run_1/m2.png
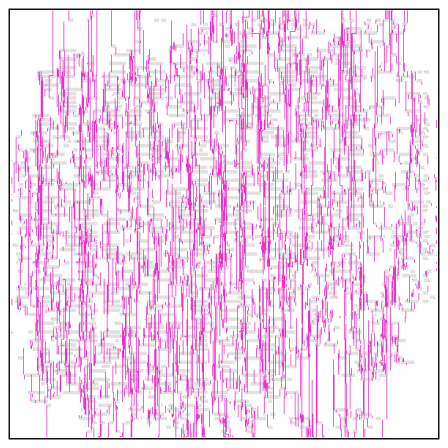
run_1/layers.png
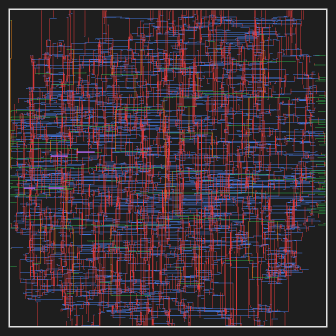
run_1/congestion_map.png
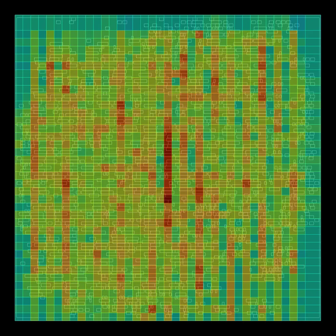
### src/rtl/wb_bq_coeff_loader.sv
// wb_bq_coeff_loader: queued Wishbone classic initiator for the biquad/AGC
// coefficient target ports. Requests are buffered in a small FIFO and issued
// one at a time, with retry and timeout handling and one response each.
//
// state     | meaning
// ----------+--------------------------------------------------------------
// ST_IDLE   | no cycle on the bus; pop a request, then issue it next edge
// ST_ACTIVE | cyc/stb asserted, waiting for err/ack/rty or timeout
// ST_GAP    | one cycle with cyc low; reissue on pending retry, else idle
module wb_bq_coeff_loader #(
    parameter int FIFO_DEPTH = 8,
    parameter int TIMEOUT    = 255,
    parameter int MAX_RETRY  = 3
) (
    input  logic        wb_clk_i,
    input  logic        wb_rst_i,
    input  logic        req_valid_i,
    output logic        req_ready_o,
    input  logic        req_we_i,
    input  logic [21:0] req_adr_i,
    input  logic [31:0] req_dat_i,
    output logic        wb_m_cyc_o,
    output logic        wb_m_stb_o,
    output logic        wb_m_we_o,
    output logic [21:0] wb_m_adr_o,
    output logic [31:0] wb_m_dat_o,
    output logic [3:0]  wb_m_sel_o,
    input  logic [31:0] wb_m_dat_i,
    input  logic        wb_m_ack_i,
    input  logic        wb_m_err_i,
    input  logic        wb_m_rty_i,
    output logic        rsp_valid_o,
    output logic        rsp_err_o,
    output logic        rsp_timeout_o,
    output logic [31:0] rsp_dat_o,
    output logic        busy_o
);

    localparam int AW = (FIFO_DEPTH < 2) ? 1 : $clog2(FIFO_DEPTH);
    localparam int CW = AW + 1;
    localparam int TW = ($clog2(TIMEOUT + 1) < 8) ? 8 : $clog2(TIMEOUT + 1);
    localparam int RW = (MAX_RETRY < 1) ? 1 : $clog2(MAX_RETRY + 1);
    localparam int EW = 1 + 22 + 32;

    localparam logic [CW-1:0] FULL_CNT = CW'(FIFO_DEPTH);
    localparam logic [TW-1:0] TMO_LAST = TW'(TIMEOUT - 1);
    localparam logic [TW-1:0] TMO_SAT  = '1;
    localparam logic [RW-1:0] RTY_MAX  = RW'(MAX_RETRY);

    typedef enum logic [1:0] {
        ST_IDLE   = 2'd0,
        ST_ACTIVE = 2'd1,
        ST_GAP    = 2'd2
    } state_t;

    // ---------------- request FIFO ----------------
    logic [EW-1:0] fifo_mem [FIFO_DEPTH];
    logic [AW-1:0] wr_ptr_q;
    logic [AW-1:0] rd_ptr_q;
    logic [CW-1:0] count_q;
    logic          push;
    logic          pop;
    logic          fifo_empty;
    logic [EW-1:0] head;

    assign req_ready_o = (count_q != FULL_CNT);
    assign fifo_empty  = (count_q == '0);
    assign push        = req_valid_i & req_ready_o;
    assign head        = fifo_mem[rd_ptr_q];

    // Entry storage; contents are only ever read behind a non-zero count.
    always_ff @(posedge wb_clk_i) begin
        if (push) fifo_mem[wr_ptr_q] <= {req_we_i, req_adr_i, req_dat_i};
    end

    // Pointers wrap naturally at the power-of-two depth; count tracks occupancy.
    always_ff @(posedge wb_clk_i or posedge wb_rst_i) begin
        if (wb_rst_i) begin
            wr_ptr_q <= '0;
            rd_ptr_q <= '0;
            count_q  <= '0;
        end else begin
            if (push) wr_ptr_q <= wr_ptr_q + AW'(1);
            if (pop)  rd_ptr_q <= rd_ptr_q + AW'(1);
            case ({push, pop})
                2'b10:   count_q <= count_q + CW'(1);
                2'b01:   count_q <= count_q - CW'(1);
                default: ;
            endcase
        end
    end

    // ---------------- sequencer ----------------
    state_t        state_q;
    state_t        state_d;
    logic          loaded_q;
    logic          retry_pend_q;
    logic [RW-1:0] rty_cnt_q;
    logic [TW-1:0] tmo_cnt_q;
    logic          we_q;
    logic [21:0]   adr_q;
    logic [31:0]   dat_q;
    logic          rsp_valid_q;
    logic          rsp_err_q;
    logic          rsp_tmo_q;
    logic [31:0]   rsp_dat_q;

    logic in_active;
    logic ev_err;
    logic ev_ack;
    logic ev_rty;
    logic ev_tmo;
    logic rty_exhausted;
    logic issue;
    logic reissue;
    logic rsp_fire;
    logic retry_take;
    logic tmo_tick;

    // Termination priority is err > ack > rty > timeout.
    assign in_active     = (state_q == ST_ACTIVE);
    assign ev_err        = in_active & wb_m_err_i;
    assign ev_ack        = in_active & ~wb_m_err_i & wb_m_ack_i;
    assign ev_rty        = in_active & ~wb_m_err_i & ~wb_m_ack_i & wb_m_rty_i;
    assign ev_tmo        = in_active & ~wb_m_err_i & ~wb_m_ack_i & ~wb_m_rty_i
                           & (tmo_cnt_q >= TMO_LAST);
    assign rty_exhausted = (rty_cnt_q >= RTY_MAX);

    // State register.
    always_ff @(posedge wb_clk_i or posedge wb_rst_i) begin
        if (wb_rst_i) state_q <= ST_IDLE;
        else          state_q <= state_d;
    end

    // Next-state decode.
    always_comb begin
        state_d = state_q;
        case (state_q)
            ST_IDLE:   if (loaded_q) state_d = ST_ACTIVE;
            ST_ACTIVE: if (ev_err | ev_ack | ev_rty | ev_tmo) state_d = ST_GAP;
            ST_GAP:    state_d = retry_pend_q ? ST_ACTIVE : ST_IDLE;
            default:   state_d = ST_IDLE;
        endcase
    end

    // Per-state control strobes; a pop in GAP prefetches so requests run every 3 edges.
    always_comb begin
        pop        = 1'b0;
        issue      = 1'b0;
        reissue    = 1'b0;
        rsp_fire   = 1'b0;
        retry_take = 1'b0;
        tmo_tick   = 1'b0;
        case (state_q)
            ST_IDLE: begin
                issue = loaded_q;
                pop   = ~loaded_q & ~fifo_empty;
            end
            ST_ACTIVE: begin
                rsp_fire   = ev_err | ev_ack | ev_tmo | (ev_rty & rty_exhausted);
                retry_take = ev_rty & ~rty_exhausted;
                tmo_tick   = ~(ev_err | ev_ack | ev_rty | ev_tmo);
            end
            ST_GAP: begin
                reissue = retry_pend_q;
                pop     = ~retry_pend_q & ~loaded_q & ~fifo_empty;
            end
            default: ;
        endcase
    end

    // Bus strobes decode straight from state so an async reset drops them at once.
    assign wb_m_cyc_o = in_active;
    assign wb_m_stb_o = in_active;
    assign wb_m_we_o  = in_active & we_q;
    assign wb_m_sel_o = {4{in_active}};
    assign wb_m_adr_o = adr_q;
    assign wb_m_dat_o = dat_q;

    assign rsp_valid_o   = rsp_valid_q;
    assign rsp_err_o     = rsp_err_q;
    assign rsp_timeout_o = rsp_tmo_q;
    assign rsp_dat_o     = rsp_dat_q;
    assign busy_o        = ~fifo_empty | loaded_q | (state_q != ST_IDLE);

    // Request holding registers, retry/timeout counters and response registers.
    always_ff @(posedge wb_clk_i or posedge wb_rst_i) begin
        if (wb_rst_i) begin
            loaded_q     <= 1'b0;
            retry_pend_q <= 1'b0;
            rty_cnt_q    <= '0;
            tmo_cnt_q    <= '0;
            we_q         <= 1'b0;
            adr_q        <= '0;
            dat_q        <= '0;
            rsp_valid_q  <= 1'b0;
            rsp_err_q    <= 1'b0;
            rsp_tmo_q    <= 1'b0;
            rsp_dat_q    <= '0;
        end else begin
            rsp_valid_q <= rsp_fire;
            if (pop) begin
                {we_q, adr_q, dat_q} <= head;
                loaded_q             <= 1'b1;
            end
            if (issue) begin
                loaded_q  <= 1'b0;
                rty_cnt_q <= '0;
                tmo_cnt_q <= '0;
            end
            if (reissue) begin
                retry_pend_q <= 1'b0;
                tmo_cnt_q    <= '0;
            end
            if (tmo_tick && (tmo_cnt_q != TMO_SAT)) tmo_cnt_q <= tmo_cnt_q + TW'(1);
            if (retry_take) begin
                rty_cnt_q    <= rty_cnt_q + RW'(1);
                retry_pend_q <= 1'b1;
            end
            if (rsp_fire) begin
                rsp_err_q <= ~ev_ack;
                rsp_tmo_q <= ev_tmo;
                if (ev_ack) rsp_dat_q <= we_q ? dat_q : wb_m_dat_i;
            end
        end
    end

endmodule

### config.mk
export PLATFORM = sky130hd
export DESIGN_NAME = wb_bq_coeff_loader
export DESIGN_NICKNAME = d
export VERILOG_FILES = /design/src/rtl/wb_bq_coeff_loader.sv
export SDC_FILE = /design/constraint.sdc
export NUM_CORES = 1
export LEC_CHECK = 0
export CAP_MARGIN = 20
export CELL_PAD_IN_SITES_DETAIL_PLACEMENT = 1
export CELL_PAD_IN_SITES_GLOBAL_PLACEMENT = 2
export CORE_UTILIZATION = 30
export CTS_BUF_LIST = sky130_fd_sc_hd__clkbuf_4 sky130_fd_sc_hd__clkbuf_8
export DETAILED_ROUTE_END_ITERATION = 12
export PLACE_DENSITY_LB_ADDON = 0.1
export SETUP_SLACK_MARGIN = 0.1
export SYNTH_ARGS = -nofsm -noshare
export SYNTH_HDL_FRONTEND = slang
export SYNTH_SLANG_ARGS = --single-unit
export TNS_END_PERCENT = 5
### constraint.sdc
create_clock -name wb_clk_i -period 7.6 [get_ports wb_clk_i]
set_input_delay 0.76 -clock wb_clk_i [delete_from_list [all_inputs] [get_ports wb_clk_i]]
set_output_delay 0.76 -clock wb_clk_i [all_outputs]
set_load 0.02 [all_outputs]
==> flow_summary.rst, run 1 <==
Run summary
-----------

.. list-table::
   :header-rows: 1

   * - Metric
     - Value
   * - Area overhead of the layout relative to synthesis
     - 23.71%
   * - Avg WL per Cell
     - 21.84 µm
   * - Power Density
     - 396.7 nW/µm²
   * - Startpoint Class
     - flop
   * - Setup repair after global routing missed its margin
     - no
   * - Number of enable flip-flop cells
     - 440
   * - Sequential Area
     - 16080 µm²
   * - CTS-repair resized insts
     - 0
   * - Worst Path Class, Setup
     - flop to primary output
   * - Largest driver fanout on the critical path
     - 8
   * - Finished Layout Cells
     - 2392
   * - Hold slack
     - roughly 0.5 ns
   * - Most common logic cells in the final layout
     - sky130_fd_sc_hd__edfxtp_1 (440), sky130_fd_sc_hd__clkdlybuf4s50_1 (190), sky130_fd_sc_hd__clkbuf_8 (114)
   * - Cell types with the highest counts after synthesis
     - sky130_fd_sc_hd__edfxtp_1 (440), sky130_fd_sc_hd__dfrtp_1 (114), sky130_fd_sc_hd__mux4_2 (110)
   * - P_leak
     - 9.109 nW
   * - Number of hold violations in the final report
     - 0
   * - Synthesized netlist cell count
     - 1109
   * - Antenna violations before repair
     - 5
   * - Remaining routing DRC violations
     - 0
   * - Number of buffers on the longest clock path
     - 3
   * - Register clock-pin slew on the reported worst setup and hold paths
     - roughly 0.050 ns
   * - Remaining antenna violation count after routing
     - 0
   * - Number of design-rule violations left by the first detailed-router iteration
     - about 460
   * - Gate Area
     - just under 5000 µm²
   * - CP Data Arrival Time
     - 2.50 ns
   * - Kind of end point of the critical path
     - primary output
   * - Clock latency at the later pin of the worst-skew pair
     - about 0.69 ns
   * - Worst stage delay on the critical path
     - 0.58 ns
   * - Total congestion overflow after global routing
     - 0
   * - CP bufs+invs
     - 1
   * - Filler cell count in the final layout
     - between 6000 and 7000
   * - Register area share after synthesis
     - 0.7520
   * - Post-placement cell count
     - between 2000 and 2500
   * - CTS tree
     - built
   * - Slew HR
     - 0.2767
   * - Type of the tightest min-delay check
     - flop to flop
   * - Post-Syn Area
     - ~21000 µm²
   * - Detailed-routing iteration count for the pre-antenna-repair pass
     - 4
   * - CTS Sinks
     - 554
   * - First-pass GRT wire length
     - 78540 µm
   * - Post-cts hold-fix buffer tally
     - 0
   * - Dominant cell area share
     - 0.6185
   * - All-layer global routing usage
     - 0.1475
   * - Fraction of synthesis flops using an asynchronous set or reset pin
     - 0.2058
   * - Setup Total Neg Slack
     - 0 ns
   * - Clock root buffer
     - sky130_fd_sc_hd__clkbuf_8
   * - Area of the die
     - 72280 µm²
   * - I/O Buffers
     - 190
   * - Final Net Count
     - 1464
   * - Number of warning messages in the logs
     - 28
   * - Height of the die
     - roughly 270 µm
   * - Final Setup Violations
     - 0
   * - Vias
     - approximately 11000
   * - HPWL after DPL
     - about 28000 µm
   * - Synthesized flop and latch total
     - 554
   * - Max-cap violations
     - 0
   * - Top-count cell post-synth
     - sky130_fd_sc_hd__edfxtp_1
   * - Total nets after synthesis
     - 1210
   * - # Cells Yosys
     - approximately 1100
   * - Minimum period implied by the final worst setup slack
     - 3.261 ns
   * - Slowest cell on the critical path
     - sky130_fd_sc_hd__clkdlybuf4s50_1
   * - Weighted congestion at the end of routability-driven global placement
     - 0.6761
   * - Number of buffers added for setup after CTS
     - 0
   * - Slew @ Worst Pin
     - 1.085 ns
   * - Maximum number of pins on one net before global-route repair
     - roughly 81
   * - Cell type group with the largest total delay on the critical path
     - simple AND/OR/NAND/NOR gates
   * - Cell accounting for the most synthesized area
     - sky130_fd_sc_hd__edfxtp_1
   * - Outcome
     - completed
   * - Mean number of vias per cell
     - 4.628
   * - Ratio of final minimum period to clock period
     - 0.4291
   * - Synth Flop Type
     - sky130_fd_sc_hd__edfxtp_1
   * - Post-synth area from yosys stat
     - roughly 21000 µm²
   * - Number of global-route vias before repair
     - 12196
   * - Routed wire length
     - 52240 µm
   * - Avg Cell Area, Syn
     - 19.26 µm²
   * - Fraction of layout instances using a drive strength above 1
     - 0.2240
   * - Number of distinct library cells after synthesis
     - 42
   * - Maximum vdd drop
     - between 200 and 250 µV
   * - Site row count
     - 97
   * - Most common cell after layout, fill and taps aside
     - sky130_fd_sc_hd__edfxtp_1
   * - Die x size
     - 268.9 µm
   * - Required arrival time at the worst endpoint
     - 6.84 ns
   * - # H-tree levels
     - 3
   * - Clk_skew
     - ~0.023 ns
   * - Number of max-slew violations in the final report
     - 0
   * - Core ar.
     - around 70000 µm²
   * - I/O pin count
     - around 190
   * - Warning count from the yosys run
     - 0
   * - Highest Clock Rate
     - approximately 310 MHz
   * - Cells traversed along the worst timing path
     - or4_4 > nand3b_1 > clkdlybuf4s50_1
   * - Number of buffers inserted during clock tree synthesis
     - roughly 100
   * - Largest cells by area after synthesis
     - sky130_fd_sc_hd__edfxtp_1 (62%), sky130_fd_sc_hd__dfrtp_1 (13%), sky130_fd_sc_hd__mux4_2 (12%)
   * - Effective utilization at floorplan
     - 0.3040
Notes on m2.png above:
nets with wire on the layer = 1313
wire length on this layer = 25.5 mm
share of all routed wire = 49%
longest straight run = 109 µm
main direction = vertical

Notes on layers.png above:
green -> M3  # wire length 2240 µm
purple -> M5  # wire length 46.0 µm
blue -> M1  # wire length 23.5 mm
red -> M2  # wire length 25.5 mm
orange -> M4  # wire length 980 µm

Notes on congestion_map.png above:
Global Route met2 Usage: 0.2418
global-route layer with the greatest usage: met2
Final Util: 0.3761
routing usage on met1: 0.1932

[run 1: power by group]
part | internal (W) | total [W] | switching [W]
combinational | 0.00148 | 0.00319 | 0.00171
sequential | 0.00395 | 0.00439 | 0.000441
clock | 0.00164 | 0.00290 | 0.00127
total | 0.00707 | 0.0105 | 0.00342
[run 1: logic make-up after synthesis]
kind of cell | count (synthesis) | synth area share
buffers and inverters | 65 | 0.01827
AND-OR/OR-AND | 108 | 0.02747
flip-flops | 554 | 0.7520
XOR/XNOR | 11 | 0.004510
AND/OR/NAND/NOR | 161 | 0.03379
multiplexers | 202 | 0.1592
adder cells (fa/ha/maj) | 8 | 0.004686
[run 1: metrics by stage]
step | utilization | setup WS [ns] | power (W) | instance area [µm²]
2_1_floorplan | - | 0.8154 | 0.006502 | 21360
3_3_place_gp | 0.3460 | 4.508 | 0.007727 | 24310
3_5_place_dp | 0.3460 | 4.496 | 0.007770 | 24310
4_1_cts | 0.3761 | 4.226 | 0.01073 | 26430
5_1_grt | 0.3761 | 4.198 | 0.01112 | 26430
6_report | 0.3761 | 4.339 | 0.01048 | 26430
[run 1: per-layer routing]
layer | GRT usage | up-vias | wire length [µm]
met3 | 0.03616 | 86 | 2242
met4 | 0.04377 | 8 | 980
met1 | 0.1932 | 5834 | 23480
li1 | - | 4923 | -
met2 | 0.2418 | 219 | 25490
met5 | 0 | - | 46
[run 1: sequential cells by signal, summed over array words and instances (netlist names)]
| signal | flops |
|---|---|
| fifo_mem | 440 |
| rsp_err_o | 1 |
| rsp_timeout_o | 1 |
| tmo_cnt_q | 8 |
| retry_pend_q | 1 |
| count_q | 4 |
| wb_m_adr_o | 22 |
| wr_ptr_q | 3 |
| we_q | 1 |
| rd_ptr_q | 3 |
| wb_m_dat_o | 32 |
| rty_cnt_q | 2 |
| rsp_valid_o | 1 |
| state_q | 2 |
| loaded_q | 1 |
| rsp_dat_o | 32 |
[run 1: area by class of cell]
class,count,area share
sequential,554,0.6083
multi-input combinational,490,0.1877
timing repair buffer,211,0.07840
clock buffer,145,0.06817
tap,940,0.04450
clock inverter,45,0.01174
inverter,6,0.001042
antenna,1,0.00009468
[run 1: worst paths after layout]
path / endpoint / cells past startpoint / start / slack, ns
max: busy_o / 3 / count_q[1] / 4.34
min: wb_m_adr_o[10] / 2 / wb_m_adr_o[10] / 0.49
max reg2reg: wb_m_adr_o[7] / 4 / rd_ptr_q[0] / 4.81
min reg2reg: wb_m_adr_o[10] / 2 / wb_m_adr_o[10] / 0.49
max in group asynchronous: rd_ptr_q[2] / 3 / wb_rst_i / 5.53
min in group asynchronous: rsp_dat_o[21] / 2 / wb_rst_i / 0.56
[run 1: tightest hold or removal path, delay by kind of cell, from the launching register on]
| family | cells | cell delay [ns] |
|---|---|---|
| AOI/OAI and AO/OA | 1 | 0.06 |
| DFF | 1 | 0.34 |
| and+or+nand+nor | 1 | 0.05 |
run_1/clock_wires.png
Scale bar: 100 µm.
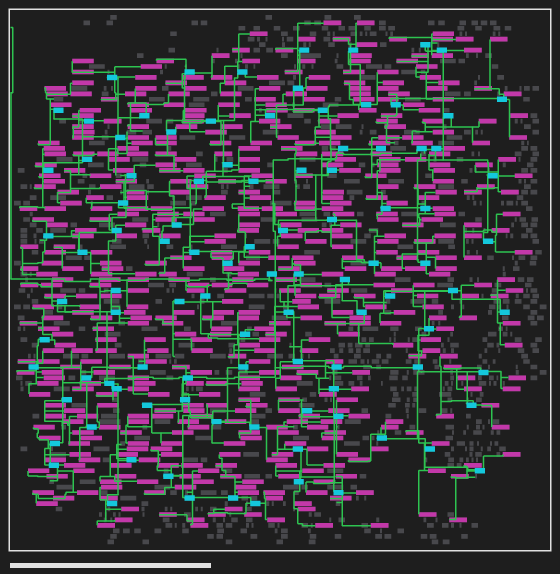

==> run 1 -> run 2 <==
Clock period 7.6 ns to 3.4 ns, I/O delays scaled along.
run_2/clock_wires.png
Scale bar: 100 µm.
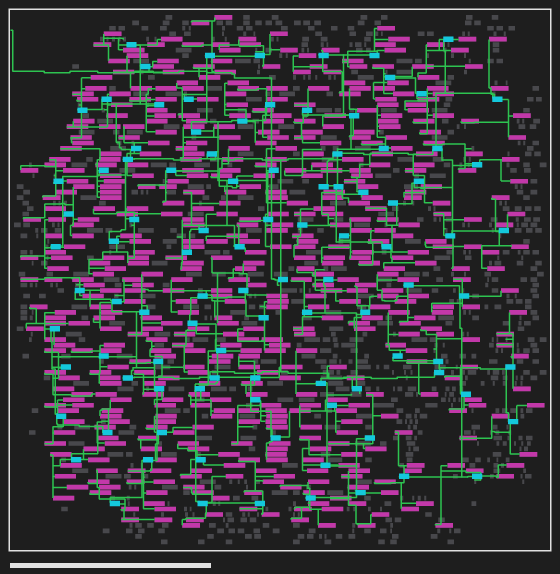
magenta -> flip-flops  # count 554
cyan -> clock-net drivers  # count 98
green -> clock wires  # length 8030 µm
routed clock nets = 99
flops lie = all over the die

run_2/m3.png
Scale bar: 100 µm.
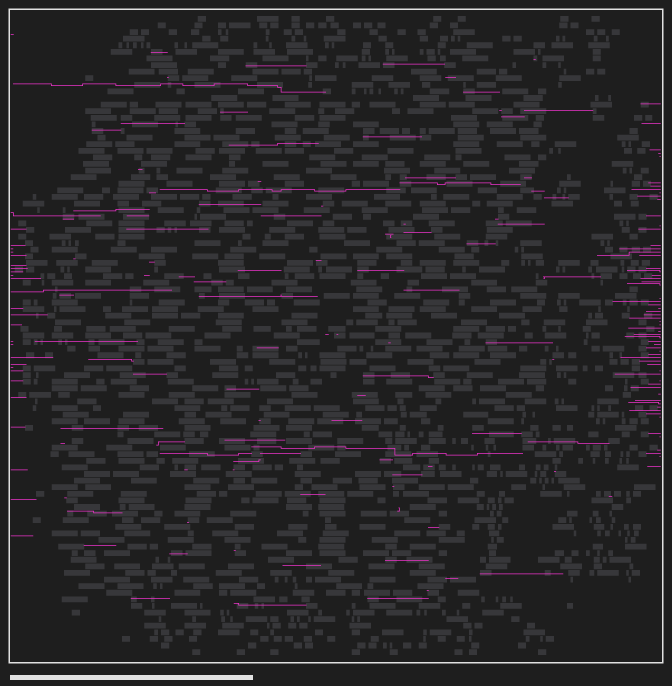
longest straight run = 52.9 µm
nets with wire on the layer = 113
wire length on this layer = 2290 µm

==> run 2 against run 1 <==
- worst hold slack worse by 0.40 ns
- flip-flop count is the same
- register-to-register slack got worse by 4.1 ns
- clock-buffer cell count up 2
- clock skew up 0.0080 ns
- largest power group unchanged
- via count fell by 0.49%
- utilization rose by 0.33 points
- area after synthesis did not move
- global-route usage down 0.15 points
==> flow_summary.rst, run 2 <==
Run summary
-----------

.. list-table::
   :header-rows: 1

   * - Metric
     - Value
   * - Outcome
     - completed
   * - Number of max-slew violations in the final report
     - 0
   * - Kind of end point of the critical path
     - primary output
   * - Detailed-routing iteration count for the pre-antenna-repair pass
     - 4
   * - Clk_skew
     - 0.03061 ns
   * - Clock root buffer
     - sky130_fd_sc_hd__clkbuf_8
   * - I/O Buffers
     - 190
   * - CTS tree
     - built
   * - Final Setup Violations
     - 0
   * - Setup repair after global routing missed its margin
     - no
   * - Total nets after synthesis
     - 1210
   * - Warning count from the yosys run
     - 0
   * - Post-Syn Area
     - 21360 µm²
   * - Number of flip-flops in the largest register
     - 440
   * - HPWL after DPL
     - 29900 µm
   * - Effective utilization at floorplan
     - 0.3040
   * - Synthesized netlist cell count
     - 1109
   * - Most common cell after layout, fill and taps aside
     - sky130_fd_sc_hd__edfxtp_1
   * - Setup Total Neg Slack
     - 0 ns
   * - Startpoint Class
     - flop
   * - Final Net Count
     - 1473
   * - Total congestion overflow after global routing
     - 0
   * - Register clock-pin slew on the reported worst setup and hold paths
     - 0.06 ns
   * - Weighted congestion at the end of routability-driven global placement
     - between 0.6 and 0.7
   * - Highest Clock Rate
     - 358.6 MHz
   * - Slew @ Worst Pin
     - 0.8611 ns
   * - Number of distinct library cells after synthesis
     - about 42
   * - CP Data Arrival Time
     - 2.45 ns
   * - First-pass GRT wire length
     - between 70000 and 80000 µm
   * - Worst setup slack after placement
     - 0.6628 ns
   * - Dominant cell area share
     - 0.6185
   * - Largest cells by area after synthesis
     - sky130_fd_sc_hd__edfxtp_1 (62%), sky130_fd_sc_hd__dfrtp_1 (13%), sky130_fd_sc_hd__mux4_2 (12%)
   * - Antenna violations before repair
     - 4
   * - Mean number of vias per cell
     - between 4 and 5
   * - I/O pin count
     - 191
   * - Site row count
     - 97
   * - Required arrival time at the worst endpoint
     - 3.06 ns
   * - Minimum period implied by the final worst setup slack
     - around 2.8 ns
   * - Final standard cell area without fillers
     - around 27000 µm²
   * - Remaining antenna violation count after routing
     - 0
   * - Number of global-route vias before repair
     - around 12000
   * - Slew HR
     - 0.4259
   * - Number of enable flip-flop cells
     - 440
   * - Area of the die
     - 72280 µm²
   * - Number of warning messages in the logs
     - 29
   * - # H-tree levels
     - 3
   * - Max-cap violations
     - 0
   * - Post-placement cell count
     - 2212
   * - Register with the most flip-flops
     - fifo_mem
   * - Vias
     - approximately 11000
   * - Fraction of synthesis flops using an asynchronous set or reset pin
     - 0.2058
   * - Avg WL per Cell
     - 21.50 µm
   * - Most common logic cells in the final layout
     - sky130_fd_sc_hd__edfxtp_1 (440), sky130_fd_sc_hd__clkdlybuf4s50_1 (190), sky130_fd_sc_hd__clkbuf_8 (112)
   * - Type of the tightest min-delay check
     - primary input to asynchronous set/reset pin
   * - Final Power
     - 0.02356 W
   * - Height of the die
     - approximately 270 µm
   * - Number of buffers inserted during clock tree synthesis
     - 98
   * - Synth Flop Type
     - sky130_fd_sc_hd__edfxtp_1
   * - Worst Path Class, Setup
     - flop to primary output
   * - Number of buffers on the longest clock path
     - 3
run_2/layers.png
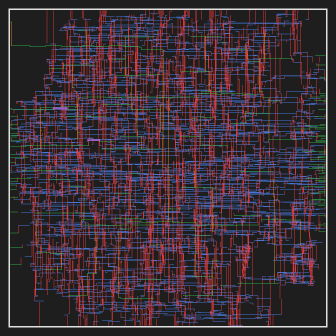
green -> M3  # wire length 2290 µm
orange -> M4  # wire length 1060 µm
blue -> M1  # wire length 23.9 mm
purple -> M5  # wire length 20.2 µm
red -> M2  # wire length 24.3 mm

## run 2: cell counts after synthesis
No cell type changed its count.
## run 2: through the flow
stage / util / hold WS, ns
6_report: 0.3794 / 0.08499
5_1_grt: 0.3794 / 0.1039
4_1_cts: 0.3793 / 0.05782
3_5_place_dp: 0.3498 / 0.4765
3_3_place_gp: 0.3498 / 0.4674
2_1_floorplan: - / 0.4389
## run 2: layer usage
| metal | vias to the layer above | global-route usage | wire (µm) |
|---|---|---|---|
| li1 | 4931 | - | - |
| met2 | 233 | 0.2334 | 24290 |
| met3 | 94 | 0.03297 | 2294 |
| met5 | - | 0 | 20 |
| met1 | 5754 | 0.1984 | 23930 |
| met4 | 4 | 0.04269 | 1061 |
## run 2: path summary, 6_finish.rpt
path                                 from             end  slack [ns]  depth (start not counted)
max                            count_q[1]          busy_o        0.61                          3
min                              wb_rst_i   rsp_dat_o[23]        0.08                          2
max reg2reg                    count_q[1]      count_q[2]        0.68                         10
min reg2reg                 wb_m_adr_o[1]   wb_m_adr_o[1]        0.48                          2
max in group asynchronous        wb_rst_i  wb_m_adr_o[17]        2.50                          3
min in group wb_clk_i      wb_m_dat_i[31]   rsp_dat_o[31]        0.29                          3
## run 2: power breakdown
group / leakage [nW] / internal (W) / total (W) / switching [W]
logic: 2.73 / 0.00349 / 0.00742 / 0.00393
clock network: 1.11 / 0.00357 / 0.00636 / 0.00279
registers: 5.37 / 0.00881 / 0.00978 / 0.000966
## run 2: final cells by class
type | count | area (µm²) | share of cell area
Clock buffer | 147 | 1804 | 0.06767
Antenna cell | 2 | 5.005 | 0.0001877
Tap cell | 940 | 1176 | 0.04411
Inverter | 6 | 27.53 | 0.001032
Timing Repair Buffer | 222 | 2305 | 0.08644
Clock inverter | 39 | 271.5 | 0.01018
Multi-Input combinational cell | 490 | 4995 | 0.1873
Sequential cell | 554 | 16080 | 0.6030
## run 2: cell families after synthesis
kind of cell    synth area share
compound gates           0.02747
xor+xnor                0.004510
fa+ha+maj               0.004686
buf+inv                  0.01827
flops                     0.7520
mux                       0.1592
simple gates             0.03379
## run 2: critical path, cell delays in order, from the launching register on
cell and delay (ns):
sky130_fd_sc_hd__dfrtp_1 0.46, sky130_fd_sc_hd__or4_4 0.57, sky130_fd_sc_hd__nand3b_1 0.18, sky130_fd_sc_hd__clkdlybuf4s50_1 0.58
run_2/congestion_map.png
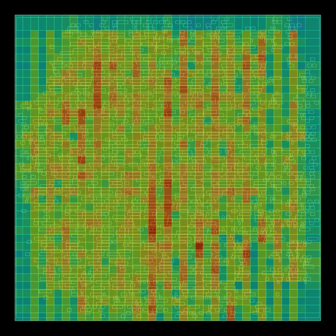

==> run 2 -> run 3 <==
Clock period 3.4 ns to 2.26 ns, I/O delays scaled along.
run_3/congestion_map.png
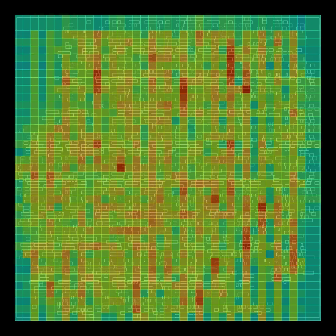
all-layer global routing usage: 0.1486
routing usage on met1: 0.1963
met3 Track Usage GR: 0.03434
Final Util: 0.3842

run_3/m3.png
Scale bar: 100 µm.
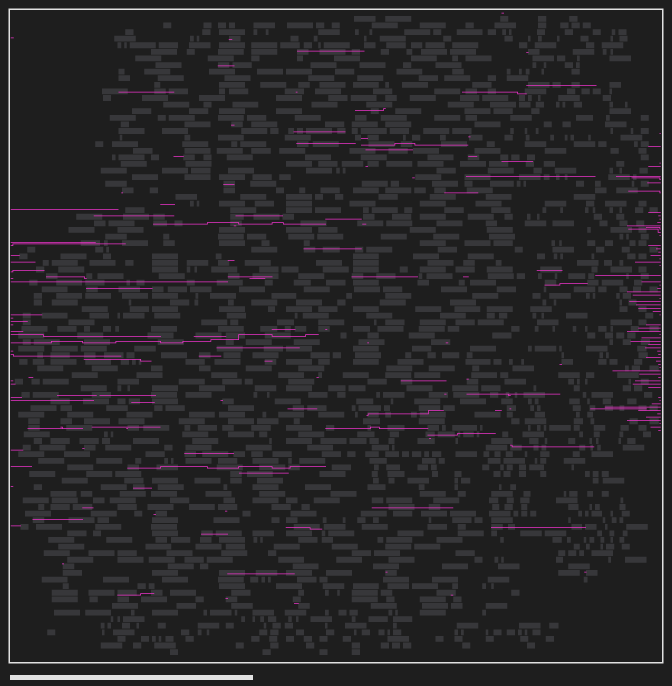
share of all routed wire = 4.5%
wire length on this layer = 2360 µm
main direction = horizontal
nets with wire on the layer = 106

==> run 3 against run 2 <==
- flip-flop count stayed put
- clock power is 47% higher
- power is 52% higher
- die area stayed put
- register-to-register slack worse by 0.64 ns
- via count is 1.2% higher
- sequential power is 47% higher
- global-route usage is 0.27 points higher
- utilization is 0.48 points higher
- wire length is 2.3% higher
- critical path depth stayed put
- largest cell class unchanged
- largest power group unchanged
==> flow_summary.rst, run 3 <==
Run summary
-----------

.. list-table::
   :header-rows: 1

   * - Metric
     - Value
   * - Fraction of layout instances using a drive strength above 1
     - 0.2568
   * - Largest cells by area after synthesis
     - sky130_fd_sc_hd__edfxtp_1 (62%), sky130_fd_sc_hd__dfrtp_1 (13%), sky130_fd_sc_hd__mux4_2 (12%)
   * - Power Density
     - 1328 nW/µm²
   * - Required arrival time at the worst endpoint
     - 2.03 ns
   * - Clock root buffer
     - sky130_fd_sc_hd__clkbuf_8
   * - Remaining antenna violation count after routing
     - 0
   * - Area of the die
     - 72280 µm²
   * - Maximum number of pins on one net before global-route repair
     - 73
   * - # H-tree levels
     - 3
   * - Number of distinct library cells after synthesis
     - 42
   * - Maximum vdd drop
     - 645.0 µV
   * - Slew HR
     - 0.6775
   * - Weighted congestion at the end of routability-driven global placement
     - 0.6838
   * - Number of max-slew violations in the final report
     - 0
   * - Height of the die
     - ~270 µm
   * - Core ar.
     - 70270 µm²
   * - Site row count
     - 97
   * - First-pass GRT wire length
     - 78520 µm
   * - Effective utilization at floorplan
     - 0.3040
   * - Number of design-rule violations left by the first detailed-router iteration
     - 433
   * - Top-count cell post-synth
     - sky130_fd_sc_hd__edfxtp_1
   * - HPWL after DPL
     - roughly 31000 µm
   * - Worst Slack Setup Final
     - approximately 0.035 ns
   * - Most common cell after layout, fill and taps aside
     - sky130_fd_sc_hd__edfxtp_1
   * - Register with the most flip-flops
     - fifo_mem
   * - Remaining routing DRC violations
     - 0
   * - I/O Buffers
     - about 190
   * - CP Data Arrival Time
     - 2.00 ns
   * - Ratio of final minimum period to clock period
     - 0.9844
   * - Worst setup slack after placement
     - 0.03356 ns
   * - I/O pin count
     - 191
   * - Total congestion overflow after global routing
     - 0
   * - Number of flip-flops in the largest register
     - 440
   * - Hold slack
     - 0.1827 ns
   * - Most common logic cells in the final layout
     - sky130_fd_sc_hd__edfxtp_1 (440), sky130_fd_sc_hd__clkdlybuf4s50_1 (181), sky130_fd_sc_hd__clkbuf_8 (112)
   * - Slowest cell on the critical path
     - sky130_fd_sc_hd__or4_4
   * - Avg Cell Area, Syn
     - 19.26 µm²
   * - Clk_skew
     - 0.04261 ns
   * - # Cells Yosys
     - 1109
   * - Minimum period implied by the final worst setup slack
     - between 2 and 2.5 ns
   * - Outcome
     - completed
   * - Gate Area
     - 5054 µm²
   * - Cells traversed along the worst timing path
     - or4_4 > nand3b_1 > buf_6
   * - CP bufs+invs
     - 1
   * - Placed cell area
     - 24890 µm²
   * - Fraction of synthesis flops using an asynchronous set or reset pin
     - 0.2058
   * - Number of hold violations in the final report
     - 0
   * - CTS tree
     - built
   * - Kind of end point of the critical path
     - primary output
   * - Number of buffers inserted during clock tree synthesis
     - 96
   * - Final Setup Violations
     - 0
   * - Slew @ Worst Pin
     - 0.4838 ns
   * - Detailed-routing iteration count for the pre-antenna-repair pass
     - 4
   * - Largest driver fanout on the critical path
     - 2
   * - Synthesized netlist cell count
     - 1109
   * - Final standard cell area without fillers
     - 27000 µm²
   * - Sequential Area
     - 16080 µm²
   * - Setup repair after global routing missed its margin
     - yes
   * - Warning count from the yosys run
     - 0
   * - Antenna violations before repair
     - 6
   * - Cell types with the highest counts after synthesis
     - sky130_fd_sc_hd__edfxtp_1 (440), sky130_fd_sc_hd__dfrtp_1 (114), sky130_fd_sc_hd__mux4_2 (110)
   * - Number of buffers on the longest clock path
     - 3
   * - Clock latency at the later pin of the worst-skew pair
     - 0.69 ns
   * - Type of the tightest min-delay check
     - primary input to flop
   * - P_leak
     - 9.352 nW
   * - Register area share after synthesis
     - 0.7520
   * - Startpoint Class
     - flop
   * - CTS Sinks
     - 554
   * - Cell accounting for the most synthesized area
     - sky130_fd_sc_hd__edfxtp_1
   * - Filler cell count in the final layout
     - a little under 7000
   * - Highest Clock Rate
     - approximately 450 MHz
   * - Mean number of vias per cell
     - 4.612
   * - Dominant cell area share
     - 0.6185
   * - Post-synth area from yosys stat
     - 21360 µm²
   * - Worst Path Class, Setup
     - flop to primary output
   * - Post-Syn Area
     - 21360 µm²
   * - Final Net Count
     - 1496
   * - Worst stage delay on the critical path
     - between 0.5 and 0.6 ns
   * - Synthesized flop and latch total
     - 554
   * - Cell type group with the largest total delay on the critical path
     - simple AND/OR/NAND/NOR gates
   * - Number of enable flip-flop cells
     - 440
   * - Register clock-pin slew on the reported worst setup and hold paths
     - 0.06 ns
   * - Total nets after synthesis
     - 1210
   * - Number of warning messages in the logs
     - 31
   * - Die x size
     - roughly 270 µm
   * - Number of global-route vias before repair
     - 12150
   * - Area overhead of the layout relative to synthesis
     - 26.38%
   * - Max-cap violations
     - 0
   * - Synth Flop Type
     - sky130_fd_sc_hd__edfxtp_1
run_3/layers.png
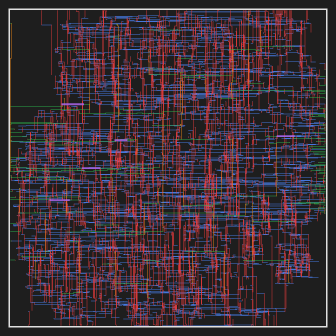
Avg WL per Cell: 21.83 µm
routed wire length: 52800 µm
Vias: 11151

run 3: cell counts after synthesis:
No cell type changed its count.
run 3: area by class of cell:
class                      count  share of cell area
multi-input combinational    490              0.1872
clock inverter                25            0.005885
tap                          940             0.04356
antenna                        2           0.0001854
timing repair buffer         247             0.09778
clock buffer                 154             0.06877
sequential                   554              0.5955
inverter                       6            0.001159
run 3: layer usage:
metal	vias to the layer above	wire [µm]	GRT usage	share of wire
li1	4988	-	-	-
met1	5834	23780	0.1963	0.45
met2	214	25310	0.2418	0.48
met3	105	2359	0.03434	0.045
met4	10	1278	0.04807	0.024
met5	-	69	0	0.0013
run 3: through the flow:
step / total power [W] / setup TNS [ns] / instances
6_report: 0.03586 / 0 / 2418
5_1_grt: 0.03799 / -0.1564 / 2417
4_1_cts: 0.03669 / -0.1224 / 2416
3_5_place_dp: 0.02704 / 0 / 2235
3_3_place_gp: 0.02684 / 0 / 2235
2_1_floorplan: 0.02187 / -210.84 / 1109
run 3: power by group:
group	leakage [nW]	internal [W]	switching, W
registers	5.37	0.0133	0.00114
clock network	1.09	0.00523	0.00414
logic	2.89	0.00567	0.00643
run 3: cell families after synthesis:
kind of cell | share of synthesized area
buf+inv | 0.01827
xor+xnor | 0.004510
flops | 0.7520
mux | 0.1592
fa+ha+maj | 0.004686
simple gates | 0.03379
compound gates | 0.02747
run 3: worst paths after layout:
check                           slack (ns)           from             to  cells past startpoint
worst max register to register        0.04     count_q[0]     count_q[2]                     11
min in group asynchronous             0.47       wb_rst_i  rsp_dat_o[17]                      3
worst min-delay path                  0.18  wb_m_dat_i[8]   rsp_dat_o[8]                      3
worst min register to register        0.48  wb_m_adr_o[1]  wb_m_adr_o[1]                      2
worst max-delay path                  0.04     count_q[0]         busy_o                      3
max in group asynchronous             1.12       wb_rst_i    rd_ptr_q[0]                      4
run 3: timing repair:
item                                    CTS  global route
buffers inserted                          1             0
endpoints found under the setup margin   28            49
resized                                  36            11
endpoints found under the hold margin    10             0
pin swaps                                 2             3
hold buffers                              1             0
run 3: worst min-delay path: cells and delay by family:
kind,cells,cell delay [ns]
AND-OR/OR-AND,1,0.08
buffers and inverters,1,0.41
multiplexers,1,0.12
Power figures rest on the tool's default switching activity, not on a simulated workload.
